**config.mk**
```make
export PLATFORM = sky130hd
export DESIGN_NAME = position_tracker
export DESIGN_NICKNAME = d
export VERILOG_FILES = /design/src/rtl/asteroids_pkg.sv /design/src/rtl/position_tracker_axis_step.sv /design/src/rtl/position_tracker.sv
export SDC_FILE = /design/constraint.sdc
export NUM_CORES = 1
export LEC_CHECK = 0
export ABC_AREA = 1
export CAP_MARGIN = 20
export CORE_MARGIN = 2
export CORE_UTILIZATION = 37
export DETAILED_ROUTE_END_ITERATION = 6
export SKIP_LAST_GASP = 1
export SLEW_MARGIN = 15
export SYNTH_ARGS = -nofsm -noshare
export SYNTH_HDL_FRONTEND = slang
export SYNTH_SLANG_ARGS = --single-unit
```
**constraint.sdc**
```tcl
create_clock -name clk -period 2 [get_ports clk]
set_clock_uncertainty 0.05 [all_clocks]
set_input_delay 0.6 -clock clk [delete_from_list [all_inputs] [get_ports clk]]
set_output_delay 0.6 -clock clk [all_outputs]
set_load 0.005 [all_outputs]
```
**src/rtl/asteroids_pkg.sv**
```systemverilog
// Shared screen geometry and redraw FSM encoding for the asteroids movement datapath.
// Edge behaviour of every tracker is selected by the POS_WRAP_EN macro (wrap when defined, saturate otherwise).
package asteroids_pkg;

    localparam int SCREEN_W = 160;
    localparam int SCREEN_H = 120;
    localparam int X_W_DEF  = 8;
    localparam int Y_W_DEF  = 7;

    typedef enum logic [1:0] {
        S_IDLE  = 2'd0,
        S_REQ   = 2'd1,
        S_ACKED = 2'd2
    } redraw_state_e;

endpackage

```
**src/rtl/position_tracker_axis_step.sv**
```systemverilog
// axis_step: next value of one screen coordinate from spawn, step and sign.
// Macro POS_WRAP_EN: defined = toroidal wrap at 0/MAX, undefined = saturate at 0/MAX.
module axis_step #(
    parameter int W   = 8,
    parameter int MAX = 159
) (
    input  logic [W-1:0] pos_i,
    input  logic         step_i,
    input  logic         sign_i,
    input  logic         spawn_i,
    input  logic [W-1:0] spawn_val_i,
    output logic [W-1:0] next_pos_o
);

    localparam logic [W-1:0] MAX_V = W'(MAX);
    localparam logic [W-1:0] ONE_V = W'(1);

    // NOTE: default first so no path through this block infers a latch.
    always_comb begin
        next_pos_o = pos_i;
        if (spawn_i) begin
            next_pos_o = (spawn_val_i > MAX_V) ? MAX_V : spawn_val_i;
        end else if (step_i) begin
            if (sign_i) begin
                if (pos_i == '0) begin
`ifdef POS_WRAP_EN
                    next_pos_o = MAX_V;
`else
                    next_pos_o = pos_i;
`endif
                end else begin
                    next_pos_o = pos_i - ONE_V;
                end
            end else begin
                if (pos_i >= MAX_V) begin
`ifdef POS_WRAP_EN
                    next_pos_o = '0;
`else
                    next_pos_o = pos_i;
`endif
                end else begin
                    next_pos_o = pos_i + ONE_V;
                end
            end
        end
    end

endmodule

```
**src/rtl/position_tracker.sv**
```systemverilog
// position_tracker: live (x,y) of one moving object plus redraw request/ack handshake to the draw sequencer.
// Macro POS_WRAP_EN selects wrap-around screen edges; default build saturates at the edges.
module position_tracker
    import asteroids_pkg::*;
#(
    parameter int X_W    = X_W_DEF,
    parameter int Y_W    = Y_W_DEF,
    parameter int X_MAX  = SCREEN_W - 1,
    parameter int Y_MAX  = SCREEN_H - 1,
    parameter int X_INIT = 80,
    parameter int Y_INIT = 60
) (
    input  logic           clk,
    input  logic           reset_n,
    input  logic           move_clk,
    input  logic           delta_x,
    input  logic           delta_y,
    input  logic           sign_x,
    input  logic           sign_y,
    input  logic           spawn,
    input  logic [X_W-1:0] spawn_x,
    input  logic [Y_W-1:0] spawn_y,
    output logic [X_W-1:0] x_pos,
    output logic [Y_W-1:0] y_pos,
    output logic [X_W-1:0] draw_x,
    output logic [Y_W-1:0] draw_y,
    output logic [X_W-1:0] old_x,
    output logic [Y_W-1:0] old_y,
    output logic           redraw_req,
    input  logic           redraw_ack
);

    localparam logic [X_W-1:0] X_INIT_V = X_W'(X_INIT);
    localparam logic [Y_W-1:0] Y_INIT_V = Y_W'(Y_INIT);

    redraw_state_e  state_q, state_d;
    logic [X_W-1:0] x_q, x_d, draw_x_q, draw_x_d, old_x_q, old_x_d;
    logic [Y_W-1:0] y_q, y_d, draw_y_q, draw_y_d, old_y_q, old_y_d;

    axis_step #(.W(X_W), .MAX(X_MAX)) u_step_x (
        .pos_i       (x_q),
        .step_i      (move_clk & delta_x),
        .sign_i      (sign_x),
        .spawn_i     (spawn),
        .spawn_val_i (spawn_x),
        .next_pos_o  (x_d)
    );

    axis_step #(.W(Y_W), .MAX(Y_MAX)) u_step_y (
        .pos_i       (y_q),
        .step_i      (move_clk & delta_y),
        .sign_i      (sign_y),
        .spawn_i     (spawn),
        .spawn_val_i (spawn_y),
        .next_pos_o  (y_d)
    );

    // Redraw FSM: snapshot draw/old on entry to S_REQ and hold them until acked.
    always_comb begin
        state_d    = state_q;
        draw_x_d   = draw_x_q;
        draw_y_d   = draw_y_q;
        old_x_d    = old_x_q;
        old_y_d    = old_y_q;
        redraw_req = 1'b0;
        unique case (state_q)
            S_IDLE: begin
                if ((x_q != draw_x_q) || (y_q != draw_y_q)) begin
                    old_x_d  = draw_x_q;
                    old_y_d  = draw_y_q;
                    draw_x_d = x_q;
                    draw_y_d = y_q;
                    state_d  = S_REQ;
                end
            end
            S_REQ: begin
                redraw_req = 1'b1;
                if (redraw_ack) begin
                    state_d = S_ACKED;
                end
            end
            S_ACKED: state_d = S_IDLE;
            default: state_d = S_IDLE;
        endcase
    end

    // NOTE: all state uses non-blocking assignments; reset_n is active-high despite its name.
    always_ff @(posedge clk or posedge reset_n) begin
        if (reset_n) begin
            state_q  <= S_IDLE;
            x_q      <= X_INIT_V;
            y_q      <= Y_INIT_V;
            draw_x_q <= X_INIT_V;
            draw_y_q <= Y_INIT_V;
            old_x_q  <= X_INIT_V;
            old_y_q  <= Y_INIT_V;
        end else begin
            state_q  <= state_d;
            x_q      <= x_d;
            y_q      <= y_d;
            draw_x_q <= draw_x_d;
            draw_y_q <= draw_y_d;
            old_x_q  <= old_x_d;
            old_y_q  <= old_y_d;
        end
    end

    assign x_pos  = x_q;
    assign y_pos  = y_q;
    assign draw_x = draw_x_q;
    assign draw_y = draw_y_q;
    assign old_x  = old_x_q;
    assign old_y  = old_y_q;

endmodule

```
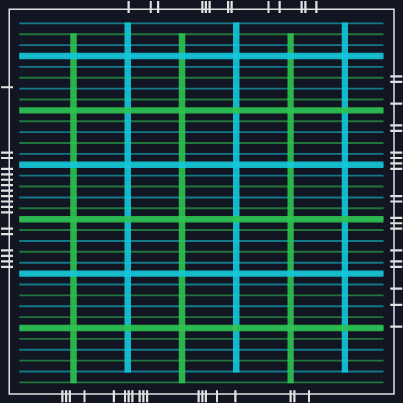
*PDN straps and rails*
Scale: 4 px per um. Pins as bars on the die edge.
VDD -> cyan
VSS -> green
signal pins = 70
rows = 33
met4 straps = 6
overall die width: 95.8 um
floorplan core area: 8180 um2
die height: 95.8 um
highest ir drop seen on vdd: 475 uV

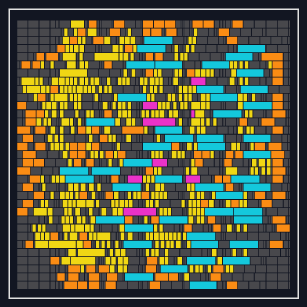
*Cell classes on the final placement*
Scale: 3 px per um. Fill, decap, tap and diode cells in gray.
remaining buffers and delay cells -> orange  # cells 130, share of their area 27%
clock drivers and dummy loads -> magenta  # cells 8, share of their area 3.0%
sequential cells -> cyan  # cells 47, share of their area 27%
combinational and other logic -> yellow  # cells 405, share of their area 43%
share of the core filled with cells: 0.560
Final Instance Area: 4580 um2
Cell Rows: 33
proportion of cell area occupied by registers: 0.264

==> notes.md <==
Numbers from the implementation run.

The predominant post-synthesis flop cell is dfrtp_1. For reference, the most critical setup path is categorized as flop to output pin. The area added between synthesis and finish is 46.7%. The most used routing layer is met2. The count of library flops with an enable pin is 0. The placed wire-length estimate after detailed placement is 6160 um. The most common logic cell in the final layout is nand2_1. The flow ran to the end, and the final reports show no timing, DRC or antenna violations. The script logs the ratio of routed vias to standard cells as 4.70. Post-route period utilization is reported as 0.987. The worst hold slack after final layout is 0.410 ns. In the final layout, the share of cells above drive strength 1 is 0.193. The startpoint of the lowest-slack register-to-register path is x_pos[6].

At the pin with the least slew margin, the transition time is 0.447 ns. Of the total power, the share spent switching nets is 0.379. The floorplan step defined a die boundary enclosing 9180 um2. After synthesis, the share of cell area in mux cells is 0. The critical path's slowest stage uses the library cell dfstp_2. The routed wirelength on the met1 layer is recorded as 4180 um. The cell area after placement is 4180 um2. For the combinational group, total power comes out at 3.16 mW.

The combinational cell fraction of total power is 0.548. The biggest cell delay along the critical path is 0.53 ns. The number of buffers added by the clock tree synthesis step is 5. For this run, the top clock speed supported by timing is 506 MHz. The total cells reported by yosys after synthesis is 467. The ratio of total power to cell area is 1260 nW/um2. The CTS clock-pin slew for the worst setup and hold paths is 0.09 ns. Timing analysis after detailed placement gives a worst setup slack of -0.432 ns. According to the finish report, the design has a final net count of 626. Counting every net in the synthesized netlist gives 504.

Per the detail_route report, DRC violations left total 0. The length of routed met3 wiring is 422 um. The relative slew slack is 0.699.

The capture point of the worst reg-to-reg path is x_pos[7]. In this run the worst setup path begins at old_y[3]. The report puts the cell count of the worst reg-to-reg path at 10.

Summed over all instances, the cell type with the most area after synthesis is dfrtp_1. The number of antenna diodes is 0. The number of clock sinks came to 47. The flip-flop and latch power is 1.79 mW.

Per the CTS log, the buffer count on the longest clock path is 2. Once detail routing completed, the nets flagged for antenna violations numbered 0. The register-to-register path setup slack is 0.18 ns. The highest layer touched by signal routing is met4. Summing internal, switching and leakage power gives 5.76 mW.

The clock root buffer is clkbuf_8. Listed in order, past its start point the critical path passes clkdlybuf4s50_1. Of the post-synthesis cell area, the dominant cell type holds 0.233.
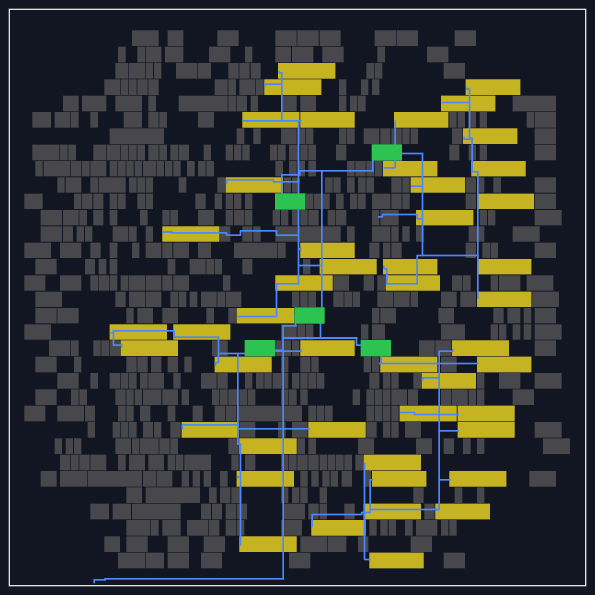
*Clock network drawn from the DEF*
Scale: 6 px per um.
clock drivers -> green  # count 5
clock wires -> blue  # length 580 um
flip-flops -> yellow  # count 47
routed clock nets = 6
clock power share: 0.142
P_clk: 817 uW
clock latency at the later pin of the worst-skew pair: 0.30 ns

## final cells by class
type	instances	area [um2]	area share
inverter	51	191	0.0418
sequential	47	1210	0.264
tap	105	131	0.0287
timing repair buffer	130	1210	0.264
clock buffer	6	72.6	0.0159
clock inverter	2	60.1	0.0131
multi-input combinational	354	1700	0.372
## worst min path at each step
stage               end  depth (start not counted)  slack (ns)     start
2_1_floorplan  old_y[2]                          2        0.40  old_y[2]
5_1_grt        old_y[5]                          2        0.43  old_y[5]
4_1_cts        old_x[6]                          2        0.41  old_x[6]
6_report       old_x[6]                          2        0.41  old_x[6]
3_5_place_dp   old_x[6]                          2        0.40  old_x[6]
3_3_place_gp   old_x[6]                          2        0.40  old_x[6]
## repair_timing
action,CTS,global route
gates cloned,0,0
pin swaps,1,3
resized,20,22
setup endpoints to repair,29,48
setup buffers,12,9
Power and IR drop assume default switching activity.
